===== src/rtl/uart_tx_mmio.sv =====
// uart_tx_mmio: memory-mapped 8N1 UART transmitter with a small TX FIFO.
// Ports: clk, rst (async, active-high), bus_addr/bus_we/bus_re/bus_wdata
//   (CPU data bus), bus_rdata (registered load data), uart_tx (serial line,
//   idle high), tx_busy (frame in flight or FIFO non-empty).
// Registers: BASE_ADDR = TXDATA (write pushes a byte, reads 0),
//   BASE_ADDR+4 = STATUS {28'b0, ovf, tx_busy, empty, full}; writing
//   bit 3 = 1 clears the sticky ovf flag.
module uart_tx_mmio #(
  parameter logic [31:0] BASE_ADDR  = 32'h1000_0000,
  parameter int          CLK_DIV    = 16,
  parameter int          FIFO_DEPTH = 4
) (
  input  logic        clk,
  input  logic        rst,
  input  logic [31:0] bus_addr,
  input  logic        bus_we,
  input  logic        bus_re,
  input  logic [31:0] bus_wdata,
  output logic [31:0] bus_rdata,
  output logic        uart_tx,
  output logic        tx_busy
);

  localparam int AW = $clog2(FIFO_DEPTH);
  localparam int CW = AW + 1;
  localparam int BW = $clog2(CLK_DIV);

  localparam logic [BW-1:0] BLAST = BW'(CLK_DIV - 1);
  localparam logic [CW-1:0] DEPTH = CW'(FIFO_DEPTH);
  localparam logic [31:0]   STAT_ADDR = BASE_ADDR + 32'd4;

  typedef enum logic [1:0] {
    IDLE,
    START,
    DATA,
    STOP
  } state_t;

  state_t          state;
  logic [BW-1:0]   bcnt;
  logic [2:0]      bit_idx;
  logic [7:0]      shreg;

  logic [7:0]      mem [FIFO_DEPTH];
  logic [AW-1:0]   rd_ptr;
  logic [AW-1:0]   wr_ptr;
  logic [CW-1:0]   count;
  logic [CW-1:0]   count_nxt;
  logic            ovf;

  logic            sel_tx;
  logic            sel_st;
  logic            wr_tx;
  logic            wr_st;
  logic            empty;
  logic            full;
  logic            pop;
  logic            push;
  logic            bit_end;
  logic            idle_nxt;
  logic            busy_nxt;
  logic [31:0]     status;
  logic            unused_wdata;

  assign unused_wdata = ^bus_wdata[31:8];

  assign sel_tx  = (bus_addr == BASE_ADDR);
  assign sel_st  = (bus_addr == STAT_ADDR);
  assign wr_tx   = bus_we && sel_tx;
  assign wr_st   = bus_we && sel_st;

  assign empty   = (count == '0);
  assign full    = (count == DEPTH);
  assign bit_end = (bcnt == BLAST);

  // The FSM only pops from IDLE, so a pop frees a slot in the same
  // cycle and lets a store into a full FIFO through.
  assign pop  = (state == IDLE) && !empty;
  assign push = wr_tx && (!full || pop);

  always_comb begin
    count_nxt = count;
    if (push && !pop) begin
      count_nxt = count + CW'(1);
    end else if (pop && !push) begin
      count_nxt = count - CW'(1);
    end
  end

  // Next-cycle view of the FSM, so tx_busy can be registered yet
  // still track the state it describes.
  assign idle_nxt = ((state == IDLE) && !pop)
                 || ((state == STOP) && bit_end);
  assign busy_nxt = !idle_nxt || (count_nxt != '0);

  assign status = {28'b0, ovf, tx_busy, empty, full};

  always_ff @(posedge clk) begin
    if (push) begin
      mem[wr_ptr] <= bus_wdata[7:0];
    end
  end

  always_ff @(posedge clk or posedge rst) begin
    if (rst) begin
      rd_ptr  <= '0;
      wr_ptr  <= '0;
      count   <= '0;
      ovf     <= 1'b0;
      tx_busy <= 1'b0;
    end else begin
      if (push) begin
        wr_ptr <= wr_ptr + AW'(1);
      end
      if (pop) begin
        rd_ptr <= rd_ptr + AW'(1);
      end
      count   <= count_nxt;
      tx_busy <= busy_nxt;
      if (wr_tx && !push) begin
        ovf <= 1'b1;
      end else if (wr_st && bus_wdata[3]) begin
        ovf <= 1'b0;
      end
    end
  end

  always_ff @(posedge clk or posedge rst) begin
    if (rst) begin
      bus_rdata <= '0;
    end else begin
      bus_rdata <= (bus_re && sel_st) ? status : '0;
    end
  end

  // uart_tx is loaded with the level of the state being entered, so
  // the line changes on the same edge as the state.
  always_ff @(posedge clk or posedge rst) begin
    if (rst) begin
      state   <= IDLE;
      bcnt    <= '0;
      bit_idx <= '0;
      shreg   <= '0;
      uart_tx <= 1'b1;
    end else begin
      case (state)
        IDLE: begin
          uart_tx <= 1'b1;
          if (pop) begin
            shreg   <= mem[rd_ptr];
            bcnt    <= '0;
            bit_idx <= '0;
            uart_tx <= 1'b0;
            state   <= START;
          end
        end
        START: begin
          if (bit_end) begin
            bcnt    <= '0;
            uart_tx <= shreg[0];
            state   <= DATA;
          end else begin
            bcnt <= bcnt + BW'(1);
          end
        end
        DATA: begin
          if (bit_end) begin
            bcnt  <= '0;
            shreg <= shreg >> 1;
            if (bit_idx == 3'd7) begin
              uart_tx <= 1'b1;
              state   <= STOP;
            end else begin
              uart_tx <= shreg[1];
              bit_idx <= bit_idx + 3'd1;
            end
          end else begin
            bcnt <= bcnt + BW'(1);
          end
        end
        STOP: begin
          if (bit_end) begin
            bcnt    <= '0;
            uart_tx <= 1'b1;
            state   <= IDLE;
          end else begin
            bcnt <= bcnt + BW'(1);
          end
        end
        default: begin
          uart_tx <= 1'b1;
          state   <= IDLE;
        end
      endcase
    end
  end

endmodule


===== config.mk =====
export PLATFORM = sky130hd
export DESIGN_NAME = uart_tx_mmio
export DESIGN_NICKNAME = d
export VERILOG_FILES = /design/src/rtl/uart_tx_mmio.sv
export SDC_FILE = /design/constraint.sdc
export NUM_CORES = 1
export LEC_CHECK = 0
export CAP_MARGIN = 10
export CORE_AREA = 2 2 71 100
export CTS_CLUSTER_DIAMETER = 100
export DETAILED_ROUTE_END_ITERATION = 12
export DIE_AREA = 0 0 73 102
export GPL_ROUTABILITY_DRIVEN = 1
export GPL_TIMING_DRIVEN = 0
export PLACE_DENSITY = 0.91
export SLEW_MARGIN = 10
export SYNTH_ARGS = -nofsm -noshare
export SYNTH_HDL_FRONTEND = slang
export SYNTH_SLANG_ARGS = --single-unit

===== constraint.sdc =====
create_clock -name clk -period 3.3 [get_ports clk]
set_input_delay 0.33 -clock clk [delete_from_list [all_inputs] [get_ports clk]]
set_output_delay 0.33 -clock clk [all_outputs]
set_load 0.02 [all_outputs]

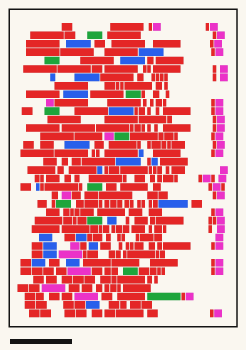
Fig. 1. Cells by drive strength (run 1).
Bar = 20 um.
| color | size | cells |
|---|---|---|
| green | drive 6 and up | 10 |
| blue | drive 2 | 23 |
| magenta | drive 3 to 4 | 36 |
| red | drive 1 or less | 286 |

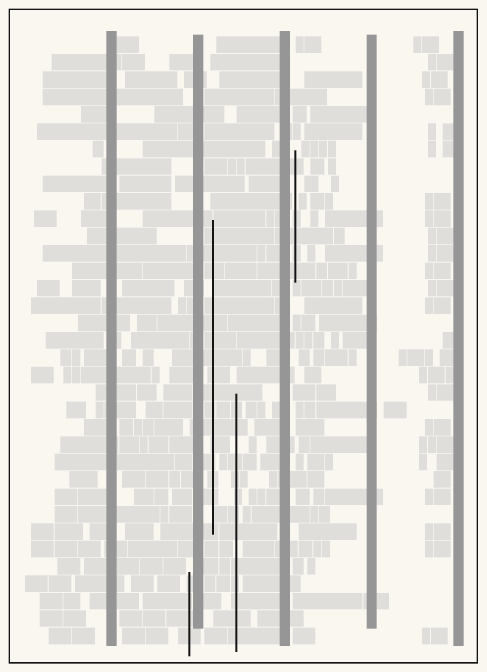
Fig. 2. M4 wires (run 1).
Supply wires on this layer in gray. Cells faint in the background.
wire length on this layer: 122 um
nets with wire on the layer: 4
vias: 2229
Post-Route WL: 6.11 mm

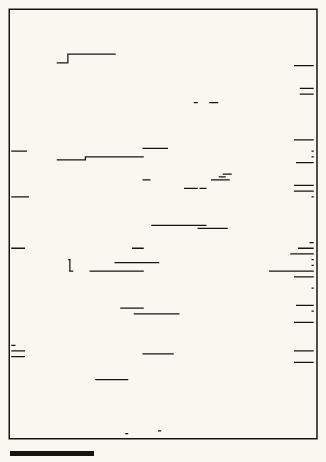
Fig. 3. Signal wires on met3 (run 1).
Bar = 20 um.
nets with wire on the layer: 41
wire length on this layer: 226 um
share of all routed wire: 3.7%

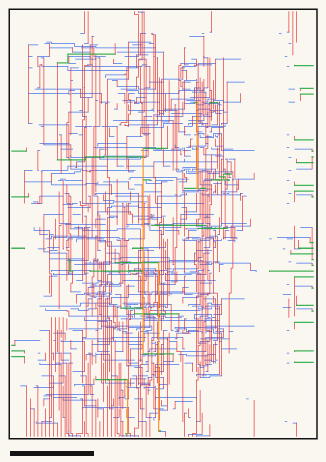
Fig. 4. Signal wires by layer (run 1).
Bar = 20 um.
| color | layer | wire length |
|---|---|---|
| blue | met1 | 2280 um |
| orange | met4 | 122 um |
| red | met2 | 3480 um |
| green | met3 | 226 um |
DR WL/cell: 14.2 um
Overall Global Routing Usage: 18.1%

==> results.json, run 1 <==
{
  "drt-vias-per-instance": 5.20,
  "layout_min_cycle_time_ns": 2.48,
  "layout-drive-gt1-share_pct": 19.4,
  "setup_viol": 0,
  "ios": 102,
  "layout.area.seq_mm2": 0.00174,
  "holdCritPathClass": "in -> async",
  "syn2layout_area_growth_pct": 27.4,
  "insertedDiodeCount": 0,
  "clk_latency_ns": 0.34,
  "final-max-slew-violation-count": 0,
  "pre_cts_ws_ns": 0.581,
  "finalWeightedCongestion": 0.865,
  "powerDensity_mw_per_mm2": 395,
  "rsz0062_at_grt": "no",
  "final_cells": 429,
  "status": "complete, no violations",
  "layout_setup_ws_ns": 0.819,
  "worst_pin_slew_ns": 0.638,
  "final_util_pct": 62.8,
  "synthCells": 263,
  "logic_area_mm2": 0.00131,
  "drt_first_pass_iters": 4,
  "required_ns": 3.56,
  "period_used_pct": 75.2,
  "flop_cell": "edfxtp_1",
  "hold_viol": 0,
  "synth_area_per_cell_um2": 12.2,
  "chipWidth_um": 73,
  "ant_nets": 0,
  "hold_buffers": 0,
  "edf_count": 32,
  "critical_path_class": "reg -> reg",
  "n_fill_cell": 503,
  "synth_flop_count": 63,
  "grt.overflow.total": 0,
  "antenna_found_initial": 0,
  "core_mm2": 0.00653,
  "rows": 35,
  "postSynth.asyncResetShare_pct": 49.2,
  "drc": 0,
  "grt_max_degree": 32,
  "fmax_ghz": 0.403,
  "dp_hpwl_mm": 4.66,
  "clock_skew_ns": 0.00850,
  "ir_drop_uv": 287,
  "cts_tree": "done",
  "nNetsFinal": 432,
  "ys_cells": 263,
  "place_inst": 413,
  "ys_area_mm2": 0.00321,
  "grt_pass1_wl_mm": 10.1,
  "cts_setup_buffers": 0,
  "tns_ns": 0,
  "port_buffers": 49,
  "ys_warn_count": 0,
  "htreeDepth": 3,
  "critPathLaunchType": "flip-flop",
  "path_max_fanout": 10,
  "clk_pin_slew_ns": 0.07,
  "synth_area_mm2": 0.00321,
  "die_h_um": 102,
  "worstPathArrival_ns": 2.74,
  "clk_path_buf_depth": 2,
  "first_iter_violations": 133,
  "maxSlewHeadroom_pct": 57.4,
  "ys_seq_share_pct": 54.1,
  "max_cap_violations": 0,
  "yosys.cell_types.count": 48,
  "leakagePower_uw": 0.00167,
  "core_util_floorplan_pct": 49.3,
  "root_buffer": "clkbuf_8",
  "end_kind": "flip-flop",
  "chip_area_mm2": 0.00745,
  "warnings": 58,
  "numCtsBuffers": 9,
  "cts-resized-gates": 0,
  "grt_pass1_vias": 2227,
  "whs_ns": 0.392,
  "clock-sinks": 63
}
run 1: path summary, 6_finish.rpt:
kind | depth (start not counted) | endpoint | startpoint | slack (ns)
max reg2reg | 8 | shreg[2] | state[1] | 0.82
min reg2reg | 1 | bit_idx[2] | bit_idx[2] | 0.51
min in group clk | 1 | bit_idx[2] | bit_idx[2] | 0.51
max in group asynchronous | 2 | bit_idx[2] | rst | 2.49
max | 8 | shreg[2] | state[1] | 0.82
min | 2 | count[1] | rst | 0.39
run 1: through the flow:
| stage | total power [uW] | cell area, um^2 |
|---|---|---|
| final | 1620 | 4100 |
| after floorplan | 909 | 3320 |
| after CTS | 1630 | 4100 |
| after detailed placement | 974 | 3900 |
| after global routing | 1670 | 4100 |
| after global placement | 971 | 3900 |
run 1: flip-flops by register name, indices dropped and copies added, names as in the netlist, 2 cells and up:
register / count
count: 3
wr_ptr: 2
shreg: 8
rd_ptr: 2
bcnt: 4
state: 2
bus_rdata: 4
mem: 32
bit_idx: 3
run 1: area by class of cell:
cell class,instances,area share (%)
sequential,63,42.4
timing repair buffer,49,12.0
buffer,33,5.62
multi-input combinational,184,32.0
tap,74,2.26
clock inverter,7,1.80
clock buffer,9,3.02
inverter,10,0.916
run 1: synthesized netlist by cell type (4+ instances only):
cell      number  share of area (%)
clkbuf_1       4               0.47
mux4_2         8                5.6
nor4_2         5                1.9
dfrtp_1       30                 23
a31oi_1        8                1.6
edfxtp_1      32                 30
nand2_1       29                3.4
buf_4         28                6.5
and2_1         8                1.6
a21oi_1        7                1.1
nor2_1        21                2.5
o21ai_0       10                1.6
inv_1          9                1.1
ha_1          14                5.4
xnor2_1        4                1.1
run 1: critical path, stage by stage (launching register included):
cell	delay [ns]
dfrtp_1	0.40
inv_1	0.11
ha_1	0.26
clkbuf_1	0.40
mux2i_1	0.18
nor2_1	0.42
clkbuf_1	0.37
nor2_1	0.09
a31oi_1	0.17
run 1: cells by family after synthesis:
group,Yosys count,synth area share [%]
flip-flops,63,54.1
AND-OR/OR-AND,43,9.03
AND/OR/NAND/NOR,85,15.7
multiplexers,10,6.23
XOR/XNOR,4,1.09
buffers and inverters,43,8.33
other,1,0.117
adder cells (fa/ha/maj),14,5.45
run 1: cells in the final DEF (no fill, tap or decap), types with 4 or more instances in the layout:
master and n:
nor2_1 21, nor4_2 5, nand2_1 29, inv_1 8, dfrtp_1 30, buf_4 28, ha_1 14, a21oi_1 7
and2_1 8, xnor2_1 4, clkdlybuf4s50_1 49, conb_1 28, mux4_2 8, o21ai_0 10, clkbuf_1 4, clkbuf_8 9
a31oi_1 8, edfxtp_1 32
run 1: power breakdown:
group | switching, uW | internal [uW]
clock | 309 | 349
combinational | 61.1 | 70.8
sequential | 0.0714 | 826
run 1: metal layers:
metal,share of wire (%),GRT usage [%]
met5,0,0
met4,2.0,8.55
met3,3.7,3.85
met2,57,33.4
met1,37,19.1
Fig. 5: run 1, cell placement
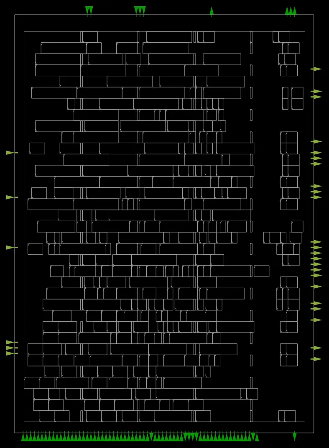

==> inputs of run 2 (changes only) <==
- CORE_AREA: 2 2 71 100 -> 2 2 73 103
- DIE_AREA: 0 0 73 102 -> 0 0 75 105
- PLACE_DENSITY: 0.91 -> 0.87
- clock period: 3.3 -> 2.5 ns (I/O delays scaled with it)
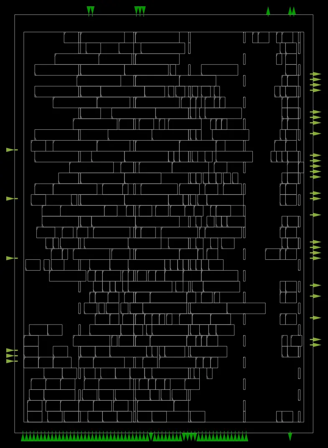
Fig. 6. Cell placement (run 2).
num rows: 36
fraction of area in registers: 41.8%
filler instances: 540
CORE AREA: 0.00689 mm^2

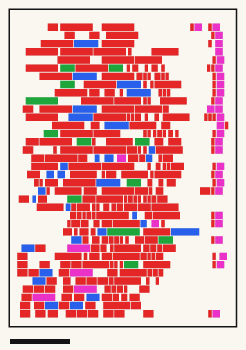
Fig. 7. Cells by drive strength (run 2).
Bar = 20 um.
| color | size | cells |
|---|---|---|
| green | drive 6 and up | 12 |
| red | drive 1 or less | 280 |
| magenta | drive 3 to 4 | 34 |
| blue | drive 2 | 29 |

==> run 2 against run 1 <==
Worst setup slack got worse by 0.58 ns. Critical path type unchanged. Clock-buffer cell count is 2 higher. Core utilization decreased by 2.4 points. Die area is 5.8% higher. Final cell count grew 4.9%. Combinational power is 32% higher. Design area rose by 1.5%.
==> results.json, run 2 <==
{
  "p_sw_share_pct": 21.0,
  "layout_min_cycle_time_ns": 2.27,
  "fmax_ghz": 0.441,
  "path_common_cell": "nor2_2",
  "rrSetupSlack_ns": 0.23,
  "numCtsBuffers": 9,
  "chip_area_mm2": 0.00788,
  "cts_tree": "done",
  "grt_max_degree": 32,
  "ys_sh_adder_pct": 5.45,
  "internal_power_uw": 1770,
  "clk_path_buf_depth": 2,
  "grt_pass1_vias": 2279,
  "top_area_cell": "edfxtp_1",
  "dp_hpwl_mm": 4.76,
  "top_logic_kind": "simple AND/OR/NAND/NOR gates",
  "synth.area.mux_share_pct": 6.23,
  "ys_seq_share_pct": 54.1,
  "largest_reg_flops": 32,
  "ys_warn_count": 0,
  "grt.overflow.total": 0,
  "ys_area_mm2": 0.00321,
  "routedWlPerCell_um": 14.6,
  "place_inst": 434,
  "ys_sh_simple_pct": 15.7,
  "worstPathArrival_ns": 2.52,
  "edf_count": 32,
  "crit_chain": "inv_1, ha_1, nand2b_1, nor2_2, nor2_2, clkbuf_1, nor2_1, a31oi_1",
  "setup_viol": 0,
  "flop_cell": "edfxtp_1",
  "die_h_um": 105,
  "synth_area_per_cell_um2": 12.2,
  "critPathMaxStageDelay_ns": 0.46,
  "vias": 2292,
  "drt-vias-per-instance": 5.09,
  "largestRegisters": "mem x32, shreg x8",
  "layout_top_cell": "clkdlybuf4s50_1",
  "clock-sinks": 63,
  "ir_drop_uv": 450,
  "maxSlewHeadroom_pct": 55.7,
  "end_kind": "flip-flop",
  "max_cap_violations": 0,
  "drc": 0,
  "synthTopCellsByCount": "edfxtp_1, dfrtp_1, nand2_1",
  "area_leaders": "edfxtp_1, dfrtp_1, buf_4",
  "period_used_pct": 90.6,
  "layout-drive-gt1-share_pct": 21.1,
  "r2r-start": "count[0]",
  "regMostFlops": "mem",
  "top_cell_area_share_pct": 29.9,
  "status": "complete, no violations",
  "power_frac_comb_pct": 7.8,
  "power.total_uw": 2240
}
[run 2: cells by family (layout without fill, tap and decap cells)]
logic type | count (synthesis) | count (layout)
compound gates | 43 | 43
xor+xnor | 4 | 4
fa+ha+maj | 14 | 14
buf+inv | 43 | 108
flops | 63 | 63
mux | 10 | 10
other cells | 1 | 28
simple gates | 85 | 85
[run 2: timing repair]
item	CTS	global route
setup endpoints to repair	2	39
hold endpoints to repair	0	0
gates resized	1	7
[run 2: area by class of cell]
type	count	area [um^2]
Buffer	33	231
Clock buffer	11	141
Sequential cell	63	1740
Multi-Input combinational cell	184	1320
Inverter	10	37.5
Fill cell	540	2730
Tap cell	95	119
Timing Repair Buffer	49	490
Clock inverter	5	81.3
[run 2: metrics by stage]
step	worst slack [ns]	setup TNS [ns]	area, um^2
finish	0.234	0	4160
global route	0.0291	0	4160
CTS	0.0780	0	4150
detailed placement	-0.126	-3.38	3930
global placement	-0.0800	-2.44	3930
floorplan	0.555	0	3320
[run 2: worst max path at each step]
stage	from	end	slack, ns	cells past startpoint
after floorplan	state[0]	shreg[0]	0.56	8
after global placement	bus_addr[15]	mem[0][5]	-0.08	5
after detailed placement	bus_addr[15]	mem[1][5]	-0.13	5
after CTS	state[0]	shreg[1]	0.08	8
after global routing	count[0]	tx_busy	0.03	8
final	count[0]	shreg[1]	0.23	8
[run 2: metal layers]
metal	track usage (%)	share of wire (%)	up-vias
met5	0	0	-
met1	19.5	36	1106
met3	4.63	4.7	24
met4	9.18	3.4	0
li1	-	-	1080
met2	32.1	55	82
[run 2: power groups by stage]
| stage | Sequential [uW] | Combinational [uW] | Clock [uW] |
|---|---|---|---|
| after detailed placement | 1110 | 172 | 0 |
| after global routing | 1090 | 188 | 1030 |
| after global placement | 1110 | 169 | 0 |
| after CTS | 1090 | 173 | 982 |
| final | 1090 | 174 | 979 |
| after floorplan | 1110 | 86.8 | 0 |
==> inputs of run 3 (changes only) <==
--- a/config.mk
+++ b/config.mk
@@ -12,3 +12,3 @@
 export DIE_AREA = 0 0 75 105
-export GPL_ROUTABILITY_DRIVEN = 1
+export GPL_ROUTABILITY_DRIVEN = 0
 export GPL_TIMING_DRIVEN = 0
--- a/constraint.sdc
+++ b/constraint.sdc
@@ -3,2 +3,2 @@
 set_output_delay 0.25 -clock clk [all_outputs]
-set_load 0.02 [all_outputs]
+set_load 0.1 [all_outputs]
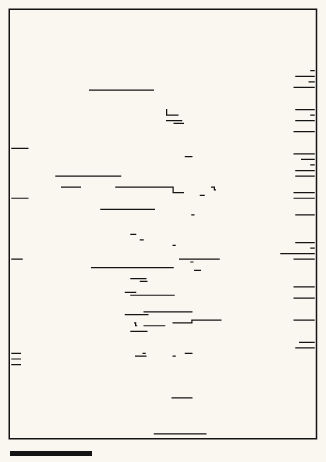
Fig. 8. Signal wires on met3 (run 3).
Bar = 20 um.
wire length on this layer: 311 um
longest straight run: 20.0 um
share of all routed wire: 4.7%
main direction: horizontal
nets with wire on the layer: 52

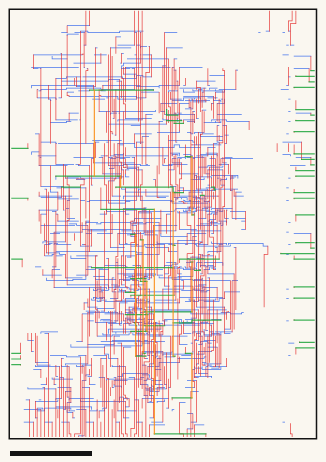
Fig. 9. Signal wires by layer (run 3).
Bar = 20 um.
| color | layer | wire length |
|---|---|---|
| green | met3 | 311 um |
| red | met2 | 3640 um |
| blue | met1 | 2380 um |
| orange | met4 | 226 um |

==> run 3 against run 2 <==
Fmax did not move. Clock power barely moved. Worst hold slack did not move. Sequential cell count did not move. Area after synthesis did not move. Register-to-register slack barely moved.
==> results.json, run 3 <==
{
  "ios": 102,
  "rr_endpoint": "shreg[1]",
  "routed_wirelength_mm": 6.56,
  "port_buffers": 49,
  "core_mm2": 0.00689,
  "hold_buffers": 0,
  "rrSetupSlack_ns": 0.23,
  "ys_area_mm2": 0.00321,
  "nNetsFinal": 432,
  "top_area_cell": "edfxtp_1",
  "synthTopCellsByCount": "edfxtp_1, dfrtp_1, nand2_1",
  "grt_pass1_vias": 2279,
  "regMostFlops": "mem",
  "highest_layer": "met4",
  "vias": 2292,
  "wl_met3_um": 310,
  "core_util_floorplan_pct": 46.6,
  "largest_reg_flops": 32,
  "dr_wl_met2_mm": 3.64,
  "layout_top_cell": "clkdlybuf4s50_1",
  "ys_warn_count": 0,
  "warnings": 58,
  "path_common_cell": "nor2_2",
  "drt_first_pass_iters": 5,
  "cts_tree": "done",
  "syn2layout_area_growth_pct": 29.4,
  "leakagePower_uw": 0.00169,
  "synth.area.mux_share_pct": 6.23,
  "antenna_found_initial": 0,
  "period_used_pct": 90.6,
  "drt-vias-per-instance": 5.09,
  "clock_skew_ns": 0.0102,
  "status": "complete, no violations",
  "top_logic_kind": "simple AND/OR/NAND/NOR gates",
  "worstPathArrival_ns": 2.52,
  "ys_seq_share_pct": 54.1,
  "crit_chain": "inv_1, ha_1, nand2b_1, nor2_2, nor2_2, clkbuf_1, nor2_1, a31oi_1",
  "layout-drive-gt1-share_pct": 21.1,
  "ys_cells": 263,
  "final_cell_mix": "clkdlybuf4s50_1, edfxtp_1, dfrtp_1",
  "ys_sh_simple_pct": 15.7,
  "drc": 0,
  "synth_flop_count": 63,
  "ir_drop_uv": 452,
  "final_util_pct": 60.3,
  "worst_pin_slew_ns": 0.970
}
==> run 3: cell counts in the layout (fill, tap and decap cells not counted) <==
Identical to the previous run, type by type.
==> run 3: cell type report <==
type                    count  area (um^2)
multi-input cells         184         1320
clock inverters             5         81.3
repair buffers             49          490
flip-flops and latches     63         1740
inverters                  10         37.5
fillers                   540         2730
well taps                  95          119
clock buffers              11          141
plain buffers              33          231
==> run 3: cells by family (layout without fill, tap and decap cells) <==
kind of cell    Yosys count  count (layout)
xor+xnor                  4               4
flops                    63              63
buf+inv                  43             108
compound gates           43              43
mux                      10              10
simple gates             85              85
fa+ha+maj                14              14
other cells               1              28
==> run 3: routing by layer <==
| metal | vias up | track usage, % |
|---|---|---|
| li1 | 1080 | - |
| met1 | 1106 | 19.5 |
| met2 | 82 | 32.1 |
| met5 | - | 0 |
| met4 | 0 | 9.18 |
| met3 | 24 | 4.63 |
==> run 3: what timing repair did <==
item | CTS | global route
pin swaps | 0 | 0
resized | 1 | 7
setup endpoints to repair | 2 | 39
==> run 3: worst max-delay path by stage <==
stage | start | end | slack, ns | cells past startpoint
4_1_cts | state[0] | shreg[1] | 0.08 | 8
5_1_grt | count[0] | tx_busy | 0.03 | 8
6_report | count[0] | shreg[1] | 0.23 | 8
3_3_place_gp | bus_addr[15] | mem[0][5] | -0.08 | 5
2_1_floorplan | state[0] | shreg[0] | 0.56 | 8
3_5_place_dp | bus_addr[15] | mem[1][5] | -0.13 | 5
==> run 3: critical path: cells and delay by family (launching register included) <==
kind	cells	cell delay, ns
fa+ha+maj	1	0.29
buf+inv	2	0.48
compound gates	1	0.20
simple gates	4	0.75
flops	1	0.46
==> run 3: power breakdown <==
group	leakage, uW	internal [uW]	switching (uW)	total, uW
Clock	0.000110	589	390	979
Combinational	0.000908	94.2	226	320
Sequential	0.000667	1090	0.0727	1090
Total	0.00169	1770	616	2390
==> run 3: per-stage QoR <==
step	setup TNS [ns]	hold slack [ns]	area [um^2]	instances	power (uW)
after global placement	-2.44	0.459	3930	434	1430
after global routing	0	0.408	4160	450	2460
final	0	0.326	4160	450	2390
after CTS	0	0.503	4150	450	2390
after floorplan	0	0.349	3320	290	1350
after detailed placement	-3.38	0.485	3930	434	1430
No activity file was given, so power comes from the tool's default toggle rates.
